==> src/rtl/pe1x1_psum_acc.sv <==
// ---------------------------------------------------------------------------
// pe1x1_psum_acc
//
// Partial-sum accumulator on the consumer side of the 1x1 PE array. It adds
// the PE product vector lane by lane over a runtime-programmed number of
// input channels, using signed saturating fixed-point adds. The finished
// vector goes to write-back over a valid/ready handshake. While a result is
// waiting in HOLD, in_rdy_o is low so the PE controller stalls.
//
// Ports:
//   clk        - clock; all logic runs on the rising edge
//   rst_n      - asynchronous active-low reset
//   clr_i      - synchronous abort; drops any group in progress or presented
//   cin_num_i  - channels per group (0 -> 1, >CIN_MAX -> CIN_MAX),
//                sampled on the first accept of a group
//   res_i      - PE product vector, lane k at [k*W +: W]
//   res_vld_i  - res_i is valid this cycle
//   in_rdy_o   - block can accept res_i this cycle (state ACC)
//   out_o      - accumulated vector, same lane packing as res_i
//   out_vld_o  - out_o holds a completed group (state HOLD)
//   out_rdy_i  - downstream takes out_o
//   ovf_o      - some lane saturated during the presented group
// ---------------------------------------------------------------------------
module pe1x1_psum_acc #(
  parameter int OUTPUT_NUM = 7,
  parameter int IW         = 24,
  parameter int FW         = 8,
  parameter int CIN_MAX    = 64,
  localparam int W         = IW + FW,
  localparam int CW        = $clog2(CIN_MAX + 1)
) (
  input  logic                    clk,
  input  logic                    rst_n,
  input  logic                    clr_i,
  input  logic [CW-1:0]           cin_num_i,
  input  logic [OUTPUT_NUM*W-1:0] res_i,
  input  logic                    res_vld_i,
  output logic                    in_rdy_o,
  output logic [OUTPUT_NUM*W-1:0] out_o,
  output logic                    out_vld_o,
  input  logic                    out_rdy_i,
  output logic                    ovf_o
);

  typedef enum logic {
    ACC  = 1'b0,
    HOLD = 1'b1
  } state_t;

  localparam logic [W-1:0] MAX_POS = {1'b0, {(W-1){1'b1}}};
  localparam logic [W-1:0] MAX_NEG = {1'b1, {(W-1){1'b0}}};

  state_t                         state_q, state_d;
  logic [CW-1:0]                  cnt_q, cnt_d;
  logic [CW-1:0]                  cin_lat_q, cin_lat_d;
  logic [OUTPUT_NUM-1:0][W-1:0]   acc_q, acc_d;
  logic                           ovf_q, ovf_d;

  logic [OUTPUT_NUM-1:0][W-1:0]   res_lanes;
  logic [OUTPUT_NUM-1:0][W-1:0]   sum_val;
  logic [OUTPUT_NUM-1:0]          sum_ovf;
  logic [CW-1:0]                  cin_eff;
  logic                           accept;

  // Signed add in W+1 bits. The result has overflowed when its top two bits
  // differ, and the top bit then gives the direction. Returns
  // {saturated, value}.
  function automatic logic [W:0] sat_add(input logic [W-1:0] a,
                                         input logic [W-1:0] b);
    logic [W:0] s;
    s = {a[W-1], a} + {b[W-1], b};
    if (s[W] != s[W-1]) begin
      sat_add = s[W] ? {1'b1, MAX_NEG} : {1'b1, MAX_POS};
    end else begin
      sat_add = {1'b0, s[W-1:0]};
    end
  endfunction

  assign res_lanes = res_i;
  assign accept    = res_vld_i && (state_q == ACC);

  // A channel count of 0 means a single channel. Counts above CIN_MAX are
  // clamped so the counter can never run past its width.
  always_comb begin
    cin_eff = cin_num_i;
    if (cin_num_i == '0) begin
      cin_eff = CW'(1);
    end else if (cin_num_i > CW'(CIN_MAX)) begin
      cin_eff = CW'(CIN_MAX);
    end
  end

  // Saturating sum of every lane against the incoming product. These sums
  // are used only on accepts after the first one in a group.
  always_comb begin
    sum_val = '0;
    sum_ovf = '0;
    for (int k = 0; k < OUTPUT_NUM; k++) begin
      {sum_ovf[k], sum_val[k]} = sat_add(acc_q[k], res_lanes[k]);
    end
  end

  // Next-state logic. clr_i overrides everything else. The first accept of a
  // group loads the lanes and latches the channel count. Later accepts add
  // with saturation. The last accept moves to HOLD, where acc stays frozen
  // until downstream takes it.
  always_comb begin
    state_d   = state_q;
    cnt_d     = cnt_q;
    cin_lat_d = cin_lat_q;
    acc_d     = acc_q;
    ovf_d     = ovf_q;
    if (clr_i) begin
      state_d = ACC;
      cnt_d   = '0;
      acc_d   = '0;
      ovf_d   = 1'b0;
    end else begin
      case (state_q)
        ACC: begin
          if (accept) begin
            if (cnt_q == '0) begin
              cin_lat_d = cin_eff;
              acc_d     = res_lanes;
              ovf_d     = 1'b0;
              if (cin_eff == CW'(1)) begin
                state_d = HOLD;
              end else begin
                cnt_d = CW'(1);
              end
            end else begin
              acc_d = sum_val;
              ovf_d = ovf_q | (|sum_ovf);
              if (cnt_q == cin_lat_q - CW'(1)) begin
                cnt_d   = '0;
                state_d = HOLD;
              end else begin
                cnt_d = cnt_q + CW'(1);
              end
            end
          end
        end
        HOLD: begin
          if (out_rdy_i) begin
            state_d = ACC;
          end
        end
        default: begin
          state_d = ACC;
        end
      endcase
    end
  end

  always_ff @(posedge clk or negedge rst_n) begin
    if (!rst_n) begin
      state_q   <= ACC;
      cnt_q     <= '0;
      cin_lat_q <= CW'(1);
      acc_q     <= '0;
      ovf_q     <= 1'b0;
    end else begin
      state_q   <= state_d;
      cnt_q     <= cnt_d;
      cin_lat_q <= cin_lat_d;
      acc_q     <= acc_d;
      ovf_q     <= ovf_d;
    end
  end

  // All outputs come straight from flops. ovf_o is gated so that it reads 0
  // whenever no result is being presented.
  assign in_rdy_o  = (state_q == ACC);
  assign out_vld_o = (state_q == HOLD);
  assign out_o     = acc_q;
  assign ovf_o     = ovf_q && (state_q == HOLD);

endmodule
==> config.mk <==
export PLATFORM = sky130hd
export DESIGN_NAME = pe1x1_psum_acc
export DESIGN_NICKNAME = d
export VERILOG_FILES = /design/src/rtl/pe1x1_psum_acc.sv
export SDC_FILE = /design/constraint.sdc
export NUM_CORES = 1
export LEC_CHECK = 0
export CAP_MARGIN = 20
export CORE_UTILIZATION = 48
export CTS_BUF_LIST = sky130_fd_sc_hd__clkbuf_16
export CTS_CLUSTER_DIAMETER = 50
export CTS_CLUSTER_SIZE = 25
export DETAILED_ROUTE_END_ITERATION = 12
export PLACE_DENSITY = 0.75
export SLEW_MARGIN = 30
export SYNTH_ARGS = -nofsm -noshare
export SYNTH_HDL_FRONTEND = slang
export SYNTH_SLANG_ARGS = --single-unit
==> constraint.sdc <==
create_clock -name clk -period 3.9 [get_ports clk]
set_input_delay 0.39 -clock clk [delete_from_list [all_inputs] [get_ports clk]]
set_output_delay 0.39 -clock clk [all_outputs]
set_load 0.005 [all_outputs]
Figure 1. Sizing map (run 1).
Bar = 50 um.
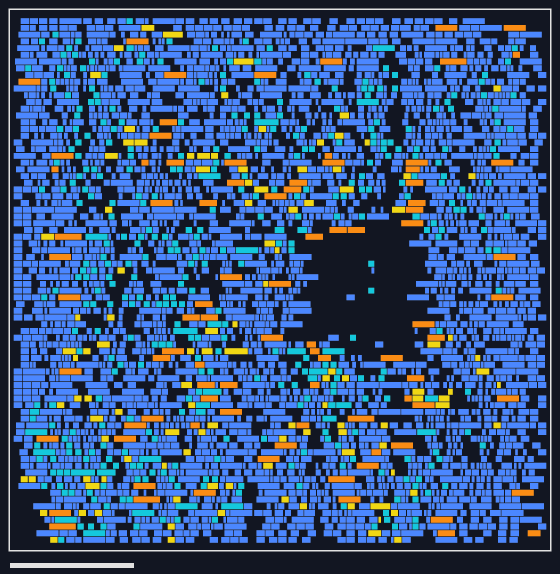
_6 and larger: shown in orange, cells 87, share 2.5%. _0 and _1 cells: shown in blue, cells 2928, share 83%. _3 and _4 cells: shown in cyan, cells 401, share 11%. _2 cells: shown in yellow, cells 112, share 3.2%.

Figure 2. Clock wiring as the flow saved it (run 1).
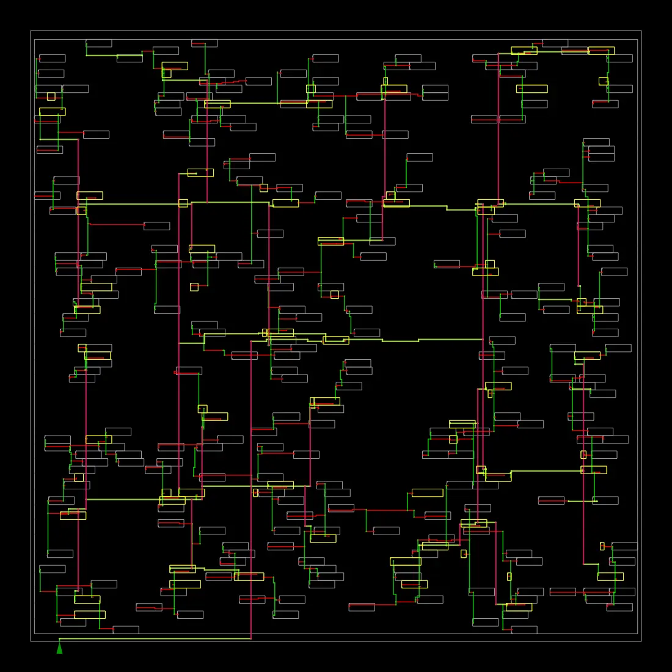
clock group power: 0.00386 W
TritonCTS buffer count: 42
number of clock-tree buffers in the layout: 42

Figure 3. I/O pins on the die edge (run 1).
Pins as bars across the die edge, other pins in gray.
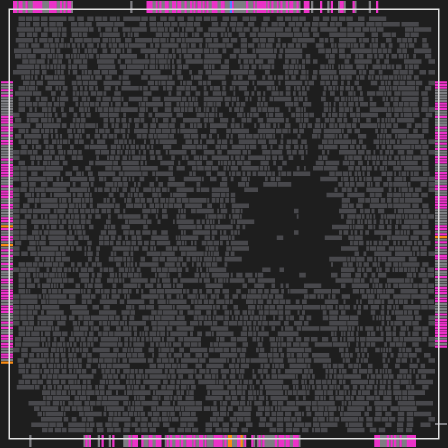
`cin_num_i`: shown in orange, pins 7, direction input, edge 3 west, 3 south, 1 east. `out_rdy_i`: shown in blue, pins 1, direction input, edge north. `out_o`: shown in magenta, pins 224, direction output, edge 66 north, 59 south, 50 east, 49 west.

==> qor.log, run 1 <==
INFO  logic_synthesis post-synth-top-area-cell=sky130_fd_sc_hd__dfrtp_1
INFO  die            dieHeight=218um
INFO  die            fp_util=49.0%
INFO  cts            insertion_delay=0.58ns
INFO  critical_path  highest_net_fanout_along_the_worst_path=8
INFO  grt            first_global_vias=25000
INFO  run_status     result_of_the_run=finished, final reports clean
INFO  cts            tritoncts=built
INFO  logic_synthesis async_flop_share=100%
INFO  logic_synthesis tally_of_unique_sky130hd_cells_used_after_synthesis=86
INFO  sta            final.setup.tns=0ns
INFO  logic_synthesis yosys_cells=2729
INFO  cts            post_cts_resized=21
INFO  cells_and_area number_of_diodes_added_for_antenna_fixing=7
INFO  cells_and_area layout.non_clock_inverters=92
INFO  cts            clockBufferDepth=3
INFO  logic_synthesis synth_top_flop_cell=sky130_fd_sc_hd__dfrtp_1
INFO  cells_and_area buffer_area_share=24.2%
INFO  sta            setup_violators_final=0
INFO  route          met3_routed_length=6.05mm
INFO  critical_path  regToRegSetupSlack=0.01ns
INFO  grt            gr-total-overflow=0
INFO  critical_path  r2r-start=out_o[133]$_DFFE_PN0P_
INFO  cells_and_area flip_flop_and_latch_count=240
INFO  place          gp_congestion=0.977
INFO  logic_synthesis syn_avg_cell_area=8.21um^2
INFO  route          totalWireLength=82.7mm
INFO  pwr            sequentialPowerShare=20.7%
INFO  place          dp_worst_setup_slack=-0.754ns
INFO  cts            clk_pin_slew_worst_paths=0.06ns
INFO  critical_path  crit_path_frequent_cell=sky130_fd_sc_hd__ha_1
INFO  logic_synthesis most_common_cell=sky130_fd_sc_hd__o21ai_0
INFO  logic_synthesis synth.cellmix.simpleShare=14.7%
INFO  route          top_signal_layer_used=met5
INFO  critical_path  rr_worst_depth=16
INFO  sta            unrepaired_setup_endpoints_after_global_routing=yes
INFO  critical_path  cp.buffers_inverters=3
INFO  cells_and_area fraction_of_layout_instances_using_a_drive_strength_above_1=17.0%
INFO  cells_and_area multi_input_comb_area=16200um^2
INFO  die            die_area=47500um^2
INFO  cells_and_area seq-cell-share=18.4%
INFO  pwr            largest_vdd_supply_drop=0.359mV
INFO  critical_path  cp.arrival=4.33ns
INFO  pwr            comb_pwr=0.00908W
INFO  cts            clkSinkCount=240
run 1: how the worst max path moves through the flow:
| stage | slack, ns | startpoint | to | cells past startpoint |
|---|---|---|---|---|
| 2_1_floorplan | 0.002 | res_i[136] | out_o[158]$_DFFE_PN0P_ | 17 |
| 3_3_place_gp | -0.49 | res_i[160] | out_o[181]$_DFFE_PN0P_ | 19 |
| 3_5_place_dp | -0.75 | res_i[160] | out_o[181]$_DFFE_PN0P_ | 19 |
| 4_1_cts | 0.0009 | out_o[8]$_DFFE_PN0P_ | out_o[8]$_DFFE_PN0P_ | 17 |
| 5_1_grt | -0.16 | out_o[145]$_DFFE_PN0P_ | out_o[145]$_DFFE_PN0P_ | 17 |
| 6_report | 0.01 | out_o[133]$_DFFE_PN0P_ | out_o[134]$_DFFE_PN0P_ | 16 |
Figure 4. Met4 routing (run 1).
Bar = 50 um.
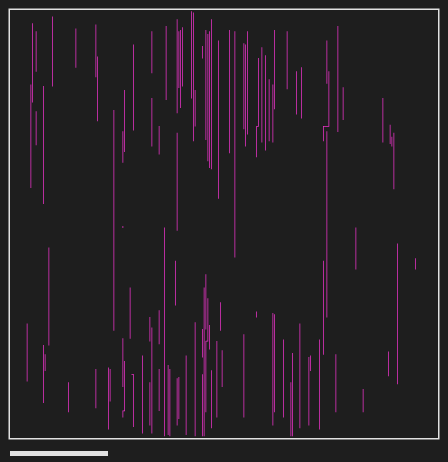

==> run 2: changes to the inputs <==
Settings changed: CAP_MARGIN 20 to default, CTS_CLUSTER_SIZE 25 to 10.
Figure 5. Met4 routing (run 2).
Bar = 50 um.
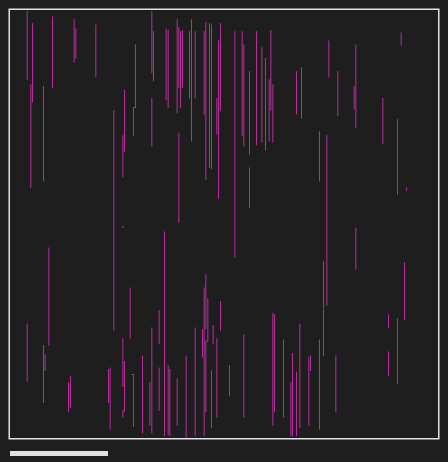
The wires run mostly vertical. The longest straight run is 115 um. The layer carries 3880 um of wire. The layer holds 4.7% of the routed length.

Figure 6. Clock wiring as the flow saved it (run 2).
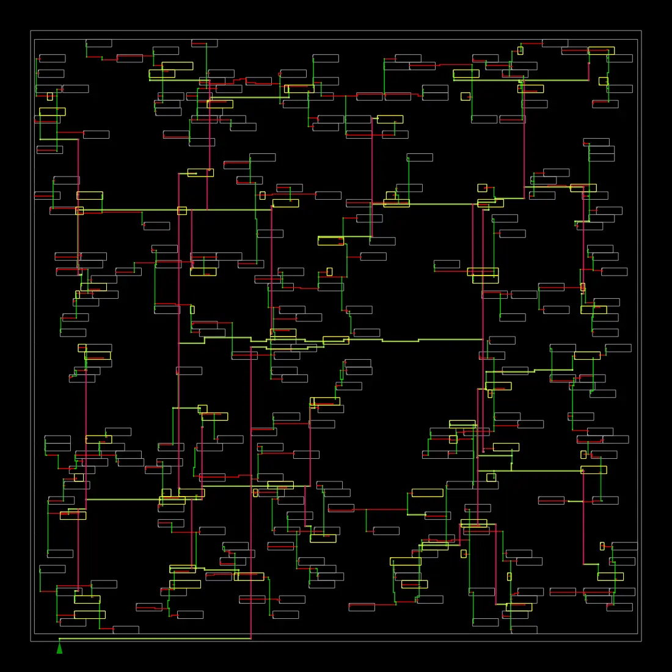
TritonCTS buffer count: 43
worst clock skew on the final layout: 0.0216 ns
number of sinks driven by the clock tree: 240
clock group power: 0.00385 W

Figure 7. I/O pins on the die edge (run 2).
Pins as bars across the die edge, other pins in gray.
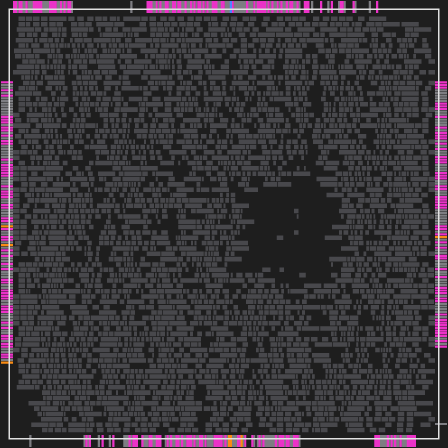
`out_rdy_i`: shown in blue, pins 1, direction input, edge north. `out_o`: shown in magenta, pins 224, direction output, edge 66 north, 59 south, 50 east, 49 west. `cin_num_i`: shown in orange, pins 7, direction input, edge 3 west, 3 south, 1 east.
All pins by edge: 134 north, 122 south, 106 west, 101 east.

==> qor.log, run 2 <==
INFO  cells_and_area number_of_diodes_added_for_antenna_fixing=7 [unchanged]
INFO  logic_synthesis async_flop_share=100% [unchanged]
INFO  critical_path  cp.buffers_inverters=2 [was 3]
INFO  cells_and_area buffer_area_share=24.2% [about the same]
INFO  cts            insertion_delay=0.58ns [about the same]
INFO  route          drt_iter0_drcs=2017 [was 2055]
INFO  cells_and_area multiInputCombCellCount=2269 [unchanged]
INFO  cts            clockBufferDepth=3 [unchanged]
INFO  route          top_signal_layer_used=met5 [unchanged]
INFO  grt            gr-total-overflow=0 [unchanged]
INFO  route          routedLengthMet1=33.7mm [was 33.5 mm]
INFO  sta            setup_violators_final=0 [unchanged]
INFO  logic_synthesis ys_area=22400um^2 [unchanged]
INFO  worst_hold_path hold_depth=3 [unchanged]
INFO  route          totalWireLength=82.9mm [was 82.7 mm]
INFO  logic_synthesis synth.yosys.warnings=0 [unchanged]
INFO  cells_and_area fraction_of_layout_instances_using_a_drive_strength_above_1=16.9% [was 17.0%]
INFO  critical_path  crit_path_frequent_cell=sky130_fd_sc_hd__a21o_1 [was sky130_fd_sc_hd__ha_1]
INFO  die            dieHeight=218um [unchanged]
INFO  critical_path  regToRegSetupSlack=0.01ns [about the same]
INFO  critical_path  rr_worst_depth=16 [unchanged]
INFO  die            number_of_tap_cells_added_at_floorplan=600 [unchanged]
INFO  critical_path  timing.critical_path.to=out_o[134]$_DFFE_PN0P_ [unchanged]
INFO  critical_path  cp_num_cells=16 [unchanged]
INFO  pwr            comb_pwr=0.00907W [was 0.00908 W]
INFO  pwr            largest_vdd_supply_drop=0.348mV [was 0.359 mV]
INFO  route          detail_route.vias_per_cell=6.06 [about the same]
INFO  cts            htree_num_levels=2 [unchanged]
INFO  logic_synthesis syn_avg_cell_area=8.21um^2 [unchanged]
INFO  run_status     result_of_the_run=finished, final reports clean [unchanged]
INFO  logic_synthesis synth_top_flop_cell=sky130_fd_sc_hd__dfrtp_1 [unchanged]
INFO  critical_path  worstSetupStartpoint=out_o[137]$_DFFE_PN0P_ [was out_o[133]$_DFFE_PN0P_]
INFO  cells_and_area multi_input_comb_area=16100um^2 [was 16200 um^2]
INFO  die            fp_util=49.0% [unchanged]
INFO  cts            clk_pin_slew_worst_paths=0.06ns [about the same]
INFO  cells_and_area signal_buffers=850 [unchanged]
INFO  logic_synthesis yosys_cells=2729 [unchanged]
INFO  logic_synthesis tally_of_unique_sky130hd_cells_used_after_synthesis=86 [unchanged]
INFO  grt            first_global_vias=24900 [was 25000]
INFO  critical_path  cp.arrival=4.33ns [about the same]
INFO  logic_synthesis post-synth-top-area-cell=sky130_fd_sc_hd__dfrtp_1 [unchanged]
INFO  critical_path  worst_path_cell_with_the_longest_stage_delay=sky130_fd_sc_hd__dfrtp_1 [unchanged]
INFO  route          met3_routed_length=5.83mm [was 6.05 mm]
INFO  cells_and_area flip_flop_and_latch_count=240 [unchanged]
INFO  cts            tritoncts=built [unchanged]
INFO  cells_and_area num-clock-buffers=43 [was 42]
INFO  cells_and_area layout.area.top_class=multi-input combinational cells [unchanged]
INFO  place          gp_congestion=0.977 [unchanged]
INFO  cells_and_area seq-cell-share=18.4% [about the same]
INFO  critical_path  highest_net_fanout_along_the_worst_path=8 [unchanged]
INFO  sta            unrepaired_setup_endpoints_after_global_routing=yes [unchanged]
INFO  pwr            sequentialPowerShare=20.8% [was 20.7%]
INFO  sta            final.setup.tns=0ns [unchanged]
INFO  logic_synthesis most_common_cell=sky130_fd_sc_hd__o21ai_0 [unchanged]
INFO  die            die_area=47500um^2 [unchanged]
[run 2: metrics by stage]
stage                     util [%]  worst slack (ns)  std cells  power (W)
final                         71.3            0.0114       4135     0.0163
after CTS                     69.8           0.00379       4113     0.0158
after floorplan                  -           0.00219       2729    0.00795
after detailed placement      66.3            -0.754       4029     0.0118
after global routing          71.3            -0.161       4132     0.0172
after global placement        66.3            -0.493       4029     0.0116
[run 2: timing repair]
action	4_1_cts	5_1_grt
hold endpoints to repair	83	0
resized	21	151
endpoints found under the setup margin	80	178
gates cloned	2	2
pin swaps	14	63
setup buffers	4	14
hold buffers	1	0
Figure 8. Routed clock nets over the placement (run 2).
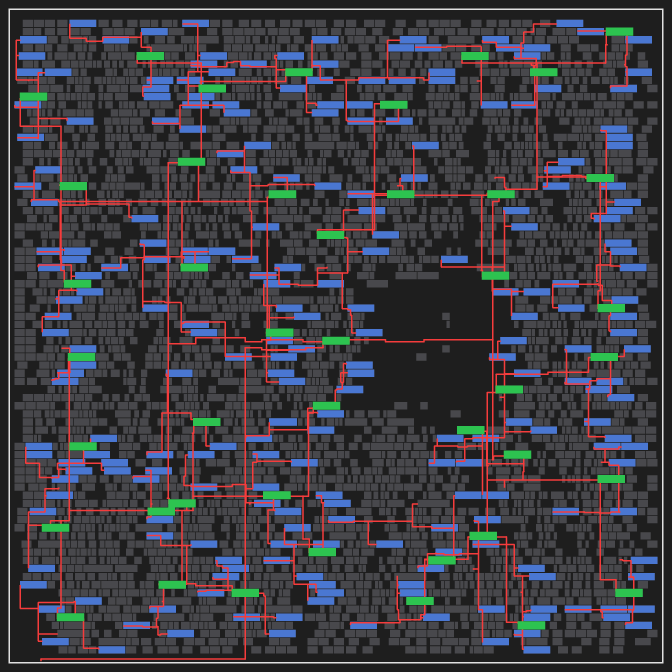

==> run 3: changes to the inputs <==
--- a/config.mk
+++ b/config.mk
@@ -7,3 +7,3 @@
 export LEC_CHECK = 0
-export CORE_UTILIZATION = 48
+export CORE_UTILIZATION = 60
 export CTS_BUF_LIST = sky130_fd_sc_hd__clkbuf_16
@@ -12,2 +12,3 @@
 export DETAILED_ROUTE_END_ITERATION = 12
+export DONT_BUFFER_PORTS = 1
 export PLACE_DENSITY = 0.75
@@ -17 +18,2 @@
 export SYNTH_SLANG_ARGS = --single-unit
+export TNS_END_PERCENT = 10
==> constraint.sdc (replaced) <==
create_clock -name clk -period 3.9 [get_ports clk]
set_input_delay 1.17 -clock clk [delete_from_list [all_inputs] [get_ports clk]]
set_output_delay 1.17 -clock clk [all_outputs]
set_load 0.005 [all_outputs]
Figure 9. Routed clock nets over the placement (run 3).
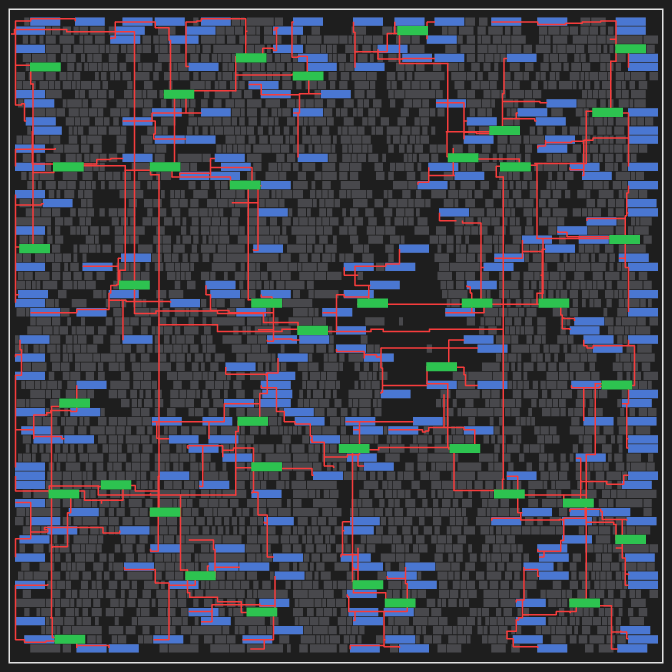
clock drivers: shown in green, count 40. flip-flops: shown in blue, count 240. clock wires: shown in red, length 4070 um.
There are 41 routed clock nets. Position of the flops: spread over the die.

Figure 10. Met4 routing (run 3).
Bar = 50 um.
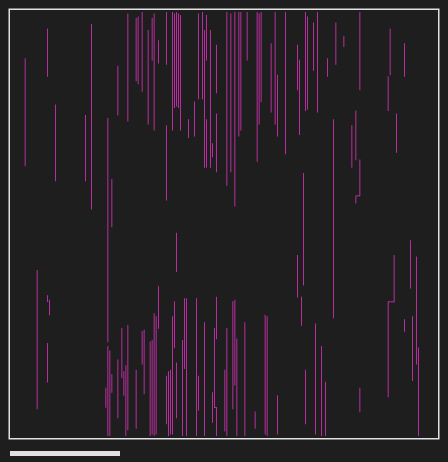
The longest straight run is 102 um. The wires run mostly vertical.

Figure 11. I/O pins on the die edge (run 3).
Pins as bars across the die edge, other pins in gray.
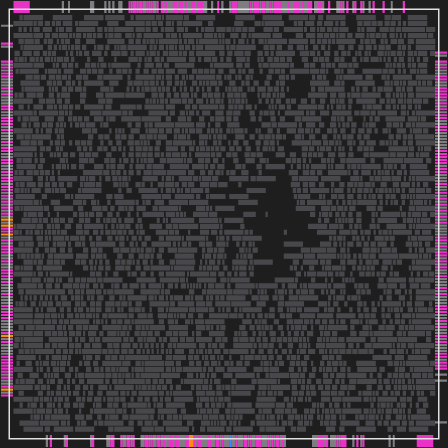
`out_o`: shown in magenta, pins 224, direction output, edge 60 north, 59 south, 54 west, 51 east. `cin_num_i`: shown in orange, pins 7, direction input, edge 5 west, 2 south. `out_rdy_i`: shown in blue, pins 1, direction input, edge south.
All pins by edge: 119 south, 119 north, 116 west, 109 east.

==> qor.log, run 3 <==
INFO  route          detail_route.vias_per_cell=6.54 [was 6.06]
INFO  place          gp_congestion=0.958 [was 0.977]
INFO  cells_and_area num-clock-buffers=41 [was 43]
INFO  run_status     failed_checks=setup timing
INFO  critical_path  worst_path_cell_with_the_longest_stage_delay=sky130_fd_sc_hd__or3b_4 [was sky130_fd_sc_hd__dfrtp_1]
INFO  route          totalWireLength=75.8mm [was 82.9 mm]
INFO  cells_and_area layout.non_clock_inverters=92 [unchanged]
INFO  cts            htree_num_levels=2 [unchanged]
INFO  place          placedCellCount=3489 [was 4029]
INFO  cells_and_area number_of_diodes_added_for_antenna_fixing=0 [was 7]
INFO  logic_synthesis synth.yosys.warnings=0 [unchanged]
INFO  run_status     result_of_the_run=finished with violations [was finished, final reports clean]
INFO  die            dieHeight=195um [was 218 um]
INFO  die            number_of_tap_cells_added_at_floorplan=468 [was 600]
INFO  die            die_area=38100um^2 [was 47500 um^2]
INFO  logic_synthesis async_flop_share=100% [unchanged]
INFO  cells_and_area seq-cell-share=21.4% [was 18.4%]
INFO  cells_and_area multi_input_comb_area=16300um^2 [was 16100 um^2]
INFO  logic_synthesis yosys_cells=2729 [unchanged]
INFO  sta            setup_slack=-0.178ns [was 0.0114 ns]
INFO  cts            ctsHoldBuffers=0 [was 1]
INFO  cells_and_area multiInputCombCellCount=2271 [was 2269]
INFO  critical_path  cp.arrival=4.50ns [was 4.33 ns]
INFO  critical_path  cp_num_cells=17 [was 16]
INFO  cells_and_area fraction_of_layout_instances_using_a_drive_strength_above_1=21.4% [was 16.9%]
INFO  cells_and_area utilization=76.7% [was 71.3%]
INFO  logic_synthesis synth.cellmix.simpleShare=14.7% [unchanged]
INFO  logic_synthesis tally_of_unique_sky130hd_cells_used_after_synthesis=86 [unchanged]
INFO  cts            cts-buffers-inserted=40 [was 43]
INFO  sta            final.setup.tns=-5.36ns [was 0 ns]
INFO  cells_and_area signal_buffers=437 [was 850]
INFO  sta            setup_violators_final=41 [was 0]
INFO  critical_path  cp.buffers_inverters=2 [unchanged]
INFO  route          drt_iter0_drcs=1357 [was 2017]
INFO  grt            gr-total-overflow=0 [unchanged]
INFO  logic_synthesis syn_avg_cell_area=8.21um^2 [unchanged]
INFO  critical_path  worstSetupStartpoint=res_i[131] [was out_o[137]$_DFFE_PN0P_]
INFO  cts            post_cts_resized=20 [was 21]
INFO  logic_synthesis ys_area=22400um^2 [unchanged]
INFO  logic_synthesis most_common_cell=sky130_fd_sc_hd__o21ai_0 [unchanged]
INFO  logic_synthesis post-synth-top-area-cell=sky130_fd_sc_hd__dfrtp_1 [unchanged]
INFO  critical_path  regToRegSetupSlack=-0.04ns [was 0.01 ns]
INFO  die            fp_util=61.0% [was 49.0%]
INFO  cts            post_cts.repair.setup_buffers=1 [was 4]
INFO  grt            first_global_vias=23500 [was 24900]
## run 3: cell count changes in the layout (fill, tap and decap cells not counted), sizes merged
cell	delta
inv	-3
buf	+48
a41o	+2
clkbuf	-1
clkdlybuf4s50	-461
dlygate4sd3	-1
diode	-7
clkinv	-2
## run 3: per-layer routing
layer / track usage [%] / wire, um / vias to the layer above
met3: 11.6 / 7480 / 266
met1: 43.2 / 28900 / 11200
met2: 62.9 / 35000 / 1043
li1: - / - / 10900
met5: 0 / 0 / -
met4: 21.7 / 4460 / 0
## run 3: power by group
group | internal, W | switching (W)
combinational | 0.00368 | 0.00417
sequential | 0.00292 | 0.000612
clock | 0.00231 | 0.00135
total | 0.00891 | 0.00613
Power figures rest on the tool's default switching activity, not on a simulated workload.
